**Run 1: cell placement**

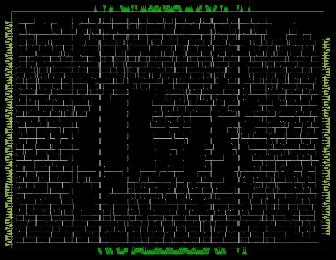
**Run 1: pin map**

The bar under the picture is 50 µm long. Pins as bars across the die edge, other pins in grey.
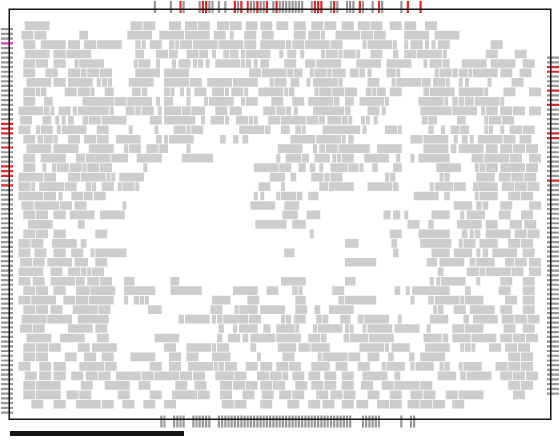
**Run 1: cells by drive strength**

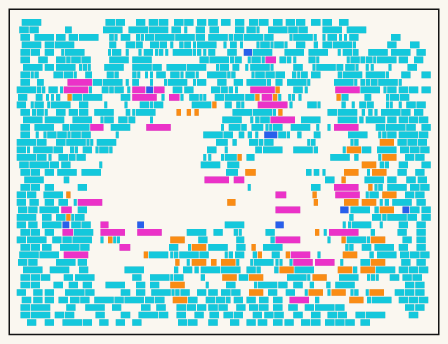
`src/rtl/mips_arb_pkg.sv`:
```
// Shared types for the unified instruction/data memory arbiter.
package mips_arb_pkg;

   typedef enum logic [1:0] {IDLE, ISSUE, WAIT, DONE} arb_state_e;

   typedef enum logic {OWN_I = 1'b0, OWN_D = 1'b1} arb_owner_e;

   // Holds LAT-1 for the supported latency range 1..7.
   localparam int CNT_W = 3;

endpackage

```
`src/rtl/arb_perf_cnt.sv`:
```
// Bank of saturating event counters for arbiter stall/flush statistics.
module arb_perf_cnt #(
   parameter int N = 3,
   parameter int W = 32
) (
   input  logic                clk,
   input  logic                reset,
   input  logic [N-1:0]        inc,
   output logic [N-1:0][W-1:0] cnt
);

   always_ff @(posedge clk) begin
      if (reset) begin
         cnt <= '0;
      end else begin
         for (int i = 0; i < N; i++) begin
            if (inc[i] && (cnt[i] != {W{1'b1}})) cnt[i] <= cnt[i] + 1'b1;
         end
      end
   end

endmodule

```
`src/rtl/unified_mem_arbiter.sv`:
```
// Arbitrates the IF fetch port and MEM load/store port onto one single-ported memory.
// Define ARB_PERF_CNT_EN to add the perf_if_stall/perf_d_stall/perf_flushed counters.
module unified_mem_arbiter
   import mips_arb_pkg::*;
#(
   parameter int LAT = 2,
   parameter int DW  = 32
) (
   input  logic          clk,
   input  logic          reset,
   input  logic          if_req,
   input  logic [DW-1:0] if_addr,
   input  logic          if_flush,
   output logic          if_ready,
   output logic [DW-1:0] if_rdata,
   input  logic          d_req,
   input  logic          d_we,
   input  logic [DW-1:0] d_addr,
   input  logic [DW-1:0] d_wdata,
   output logic          d_ready,
   output logic [DW-1:0] d_rdata,
`ifdef ARB_PERF_CNT_EN
   output logic [31:0]   perf_if_stall,
   output logic [31:0]   perf_d_stall,
   output logic [31:0]   perf_flushed,
`endif
   output logic          mem_en,
   output logic          mem_we,
   output logic [DW-1:0] mem_addr,
   output logic [DW-1:0] mem_wdata,
   input  logic [DW-1:0] mem_rdata
);

   arb_state_e       state, state_nxt;
   arb_owner_e       own;
   logic             we_q;
   logic [CNT_W-1:0] cnt;
   logic             cancel;
   logic             gnt_d, gnt_i, resp_last, drop_i, cancel_set;

   always_ff @(posedge clk) begin
      if (reset) state <= IDLE;
      else       state <= state_nxt;
   end

   always_comb begin
      state_nxt = state;
      case (state)
         IDLE:    if (gnt_d || gnt_i) state_nxt = ISSUE;
         ISSUE:   state_nxt = WAIT;
         WAIT:    if (cnt == '0) state_nxt = DONE;
         DONE:    state_nxt = IDLE;
         default: state_nxt = IDLE;
      endcase
   end

   // Data port wins ties: the MEM-stage instruction is older than the fetch.
   always_comb begin
      gnt_d      = (state == IDLE) && d_req;
      gnt_i      = (state == IDLE) && !d_req && if_req && !if_flush;
      resp_last  = (state == WAIT) && (cnt == '0);
      cancel_set = if_flush && (own == OWN_I) && (state != IDLE);
      drop_i     = (cancel || if_flush) && (own == OWN_I);
   end

   always_ff @(posedge clk) begin
      if (reset) begin
         own       <= OWN_I;
         we_q      <= 1'b0;
         cnt       <= '0;
         cancel    <= 1'b0;
         mem_en    <= 1'b0;
         mem_we    <= 1'b0;
         mem_addr  <= '0;
         mem_wdata <= '0;
         if_ready  <= 1'b0;
         d_ready   <= 1'b0;
         if_rdata  <= '0;
         d_rdata   <= '0;
      end else begin
         mem_en   <= gnt_d || gnt_i;
         mem_we   <= gnt_d && d_we;
         if_ready <= resp_last && (own == OWN_I) && !drop_i;
         d_ready  <= resp_last && (own == OWN_D);

         if (state == IDLE)  cancel <= 1'b0;
         else if (cancel_set) cancel <= 1'b1;

         if (gnt_d) begin
            own       <= OWN_D;
            we_q      <= d_we;
            mem_addr  <= d_addr;
            mem_wdata <= d_wdata;
         end else if (gnt_i) begin
            own       <= OWN_I;
            we_q      <= 1'b0;
            mem_addr  <= if_addr;
            mem_wdata <= '0;
         end

         if (state == ISSUE)                   cnt <= CNT_W'(LAT - 1);
         else if (state == WAIT && cnt != '0)  cnt <= cnt - 1'b1;

         // A cancelled fetch leaves if_rdata untouched so it only changes with if_ready.
         if (resp_last) begin
            if (own == OWN_D)  d_rdata  <= we_q ? '0 : mem_rdata;
            else if (!drop_i)  if_rdata <= mem_rdata;
         end
      end
   end

`ifdef ARB_PERF_CNT_EN
   logic [2:0][31:0] perf_cnt;

   arb_perf_cnt #(.N(3), .W(32)) u_perf (
      .clk   (clk),
      .reset (reset),
      .inc   ({resp_last && drop_i, d_req && !d_ready, if_req && !if_ready}),
      .cnt   (perf_cnt)
   );

   assign perf_if_stall = perf_cnt[0];
   assign perf_d_stall  = perf_cnt[1];
   assign perf_flushed  = perf_cnt[2];
`endif

endmodule

```
`config.mk`:
```
export PLATFORM = sky130hd
export DESIGN_NAME = unified_mem_arbiter
export DESIGN_NICKNAME = d
export VERILOG_FILES = /design/src/rtl/mips_arb_pkg.sv /design/src/rtl/arb_perf_cnt.sv /design/src/rtl/unified_mem_arbiter.sv
export SDC_FILE = /design/constraint.sdc
export NUM_CORES = 1
export LEC_CHECK = 0
export CAP_MARGIN = 20
export CORE_ASPECT_RATIO = 0.75
export CORE_MARGIN = 2
export CORE_UTILIZATION = 35
export DETAILED_ROUTE_END_ITERATION = 7
export GPL_TIMING_DRIVEN = 0
export PLACE_DENSITY = 0.79
export SYNTH_ARGS = -nofsm -noshare
export SYNTH_HDL_FRONTEND = slang
export SYNTH_SLANG_ARGS = --single-unit
export TNS_END_PERCENT = 30
```
`constraint.sdc`:
```
create_clock -name clk -period 2.7 [get_ports clk]
set_input_delay 0.54 -clock clk [delete_from_list [all_inputs] [get_ports clk]]
set_output_delay 0.54 -clock clk [all_outputs]
set_load 0.02 [all_outputs]
```
==> out/qor.txt, run 1 <==
outcome: complete, no violations
# rows: 41
metal2 WL: 8.35 mm
Max-area cell class: non-clock buffers
Total Routed Length: 19.2 mm
GR Util met2: 0.326
FMAX: 511 MHz
Syn Nets: 740
Total GRT Usage: 0.209
most frequent cells after synthesis: dfxtp_1 (140), nand2_1 (100), mux2i_1 (67)
nonclk inv count: 7
via count: 5,605
Post-Synth AOI/OAI Area: 0.170
Final setup violation count: 0
pin count of the biggest net entering global routing: 17
clkbuf count: 20
# hold bufs at CTS: 0
share of layout cells above drive strength 1: 0.113
max_slew headroom: 0.515
post-synthesis xor/xnor area fraction: 0
classification of the worst setup path: reg2out
Logic family by area: simple AND/OR/NAND/NOR gates
clock buffer depth: 2
Netlist cell types: 34
Reg power frac: 0.335
GR Layer Usage met1: 0.264
DRC violations left: 0
combinational power share: 0.370
Reg2Reg Depth: 7
CP endpoint kind: primary output
maxcap violations: 0
post-CTS setup buffer count: 0
most instantiated logic cell after routing: clkdlybuf4s50_1
Non-clock buffer share: 0.315
Top Ports: 266
Chip Area, Yosys: 0.00600 mm²
WHS Endpoint: d_rdata[21]
worst path required time: 2160 ps
Yosys reg bits: 140
P_comb: 2.96 mW
CP max-delay cell: clkdlybuf4s50_1
Worst path depth: 1
share of the synthesized area in the top cell type: 0.467
CTS Buf Count: 17
worst r2r dst: d_rdata[6]
Tool Warnings: 30
die area: 0.0182 mm²
adder share: 0.0125
post_cts resized: 0
Synth mux share: 0.112
critical path buffer and inverter count: 1
Tcrit/Tclk final: 0.724
Most Used Layer, Global Route: met2
worst hold stages: 2
nets: 1,022
crit path capture: mem_addr[19]
worst setup margin: 745 ps
count leader, synth: dfxtp_1
cell count after synthesis: 600
Final Hold Violation Tally: 0
Reg clk slew, reported paths: 60 ps
Overflow after GRT: 0
Worst Path Arrival: 1420 ps
clock network fraction of design power: 0.295
WHS: 449 ps
min-delay worst type: reg2reg
area grow syn2layout: 58.3%
Die X: 155 µm
ys cells: 600
Final HPWL DP: 14.2 mm
Yosys top cell by area: dfxtp_1
min-delay src: d_rdata[21]
Final Non-Filler Cells: 1,110
most used flip-flop cell: dfxtp_1
yosys simple share: 0.174
logic share of the area: 0.296
largest power group: combinational cells
Async S/R FF share, synth: 0
port bufs: 263
Worst Skew: 7.33 ps
Starting DRT DRC Count: 242
Chip Height: 117 µm
Reg2Reg Launch Point: state[0]
slowest stage delay, CP: 630 ps
Finished Core Util: 0.566
Synth Cell Area: 0.00600 mm²
crit path max fanout: 3
Flop area: 0.00280 mm²
Critical Path Source Type: flip-flop
Notes on 'cell placement' above:
core region area: 0.0168 mm²
Well Taps: 215
fill count: 1,462
fraction of area in registers: 0.295

Notes on 'pin map' above:
[magenta] `mem_we` | pins: 1 | direction: output | edge: left
[red] `if_rdata` | pins: 32 | direction: output | edge: 17 top, 8 left, 7 right

Notes on 'cells by drive strength' above:
[cyan] _0 and _1 cells | cells: 794 | share: 89%
[orange] _2 cells | cells: 58 | share: 6.5%
[blue] _3 and _4 cells | cells: 8 | share: 0.89%
[magenta] _6 and larger | cells: 35 | share: 3.9%

**Run 1: close-up of the layout**

Window x 106 to 126, y 78 to 98 µm. Cells in grey, sequential cells in the stronger grey; small squares are vias.
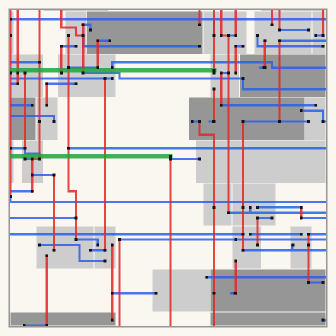

==> run 1 -> run 2 <==
- PLACE_DENSITY: 0.79 -> 0.82
- clock period: 2.7 -> 1.7 ns (I/O delays scaled with it)
**Run 2: close-up of the layout**

Window x 106 to 126, y 78 to 98 µm. Cells in grey, sequential cells in the stronger grey; small squares are vias.
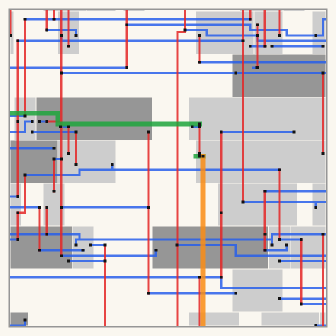
[red] metal 2
[blue] metal 1
[green] metal 3
[orange] metal 4
most frequent: nand2_1 (7), dfxtp_1 (4), clkbuf_16 (2)
cells with their middle in the window: 18
netlist names of flops here include: `if_rdata` (3), `d_rdata` (1)
sequential cells in the window: 4

==> out/qor.txt, run 2 <==
outcome: complete, no violations
crit path max fanout: 8
fraction of area in registers: 0.293
combinational power share: 0.352
metal2 WL: 8.88 mm
ys cells: 600
clkbuf count: 20
nonclk inv count: 7
classification of the worst setup path: reg2reg
DRC violations left: 0
Final Non-Filler Cells: 1,113
max_slew headroom: 0.510
Reg2Reg Depth: 7
Netlist cell types: 34
worst path required time: 2000 ps
crit path capture: mem_addr[22]
Chip Height: 117 µm
Reg2Reg Launch Point: state[1]
Worst path depth: 7
share of the synthesized area in the top cell type: 0.467
count leader, synth: dfxtp_1
Worst Path Arrival: 1920 ps
Worst Skew: 10.5 ps
# hold bufs at CTS: 0
area grow syn2layout: 59.6%
share of layout cells above drive strength 1: 0.131
worst r2r dst: mem_addr[22]
Reg power frac: 0.330
most instantiated logic cell after routing: dfxtp_1
via count: 5,702
Critical Path Source Type: flip-flop
worst setup margin: 83.2 ps
yosys simple share: 0.174
Well Taps: 215
Total GRT Usage: 0.207
cell count after synthesis: 600
Final Hold Violation Tally: 0
slowest stage delay, CP: 370 ps
fill count: 1,508
Most Used Layer, Global Route: met2
Tcrit/Tclk final: 0.951
P_comb: 4.54 mW
Final setup violation count: 0
Synth Cell Area: 0.00600 mm²
Overflow after GRT: 0
GR Util met2: 0.332
Top Ports: 266
Starting DRT DRC Count: 287
most used flip-flop cell: dfxtp_1
most frequent cells after synthesis: dfxtp_1 (140), nand2_1 (100), mux2i_1 (67)
post-synthesis xor/xnor area fraction: 0
CTS Buf Count: 17
Tool Warnings: 31
nets: 1,027
adder share: 0.0125
Reg clk slew, reported paths: 60 ps
Synth mux share: 0.112
# rows: 41
Chip Area, Yosys: 0.00600 mm²
Total Routed Length: 19.3 mm
CP endpoint kind: flip-flop
critical path buffer and inverter count: 3
**Run 2: pin map**

The bar under the picture is 50 µm long. Pins as bars across the die edge, other pins in grey.
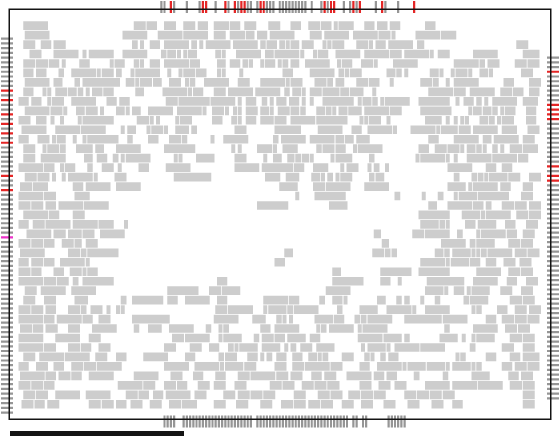
[magenta] `mem_we` | pins: 1 | direction: output | edge: left
[red] `if_rdata` | pins: 32 | direction: output | edge: 16 top, 8 left, 8 right
all pins by edge: 80 left, 73 right, 65 bottom, 48 top

Power figures rest on the tool's default switching activity, not on a simulated workload.
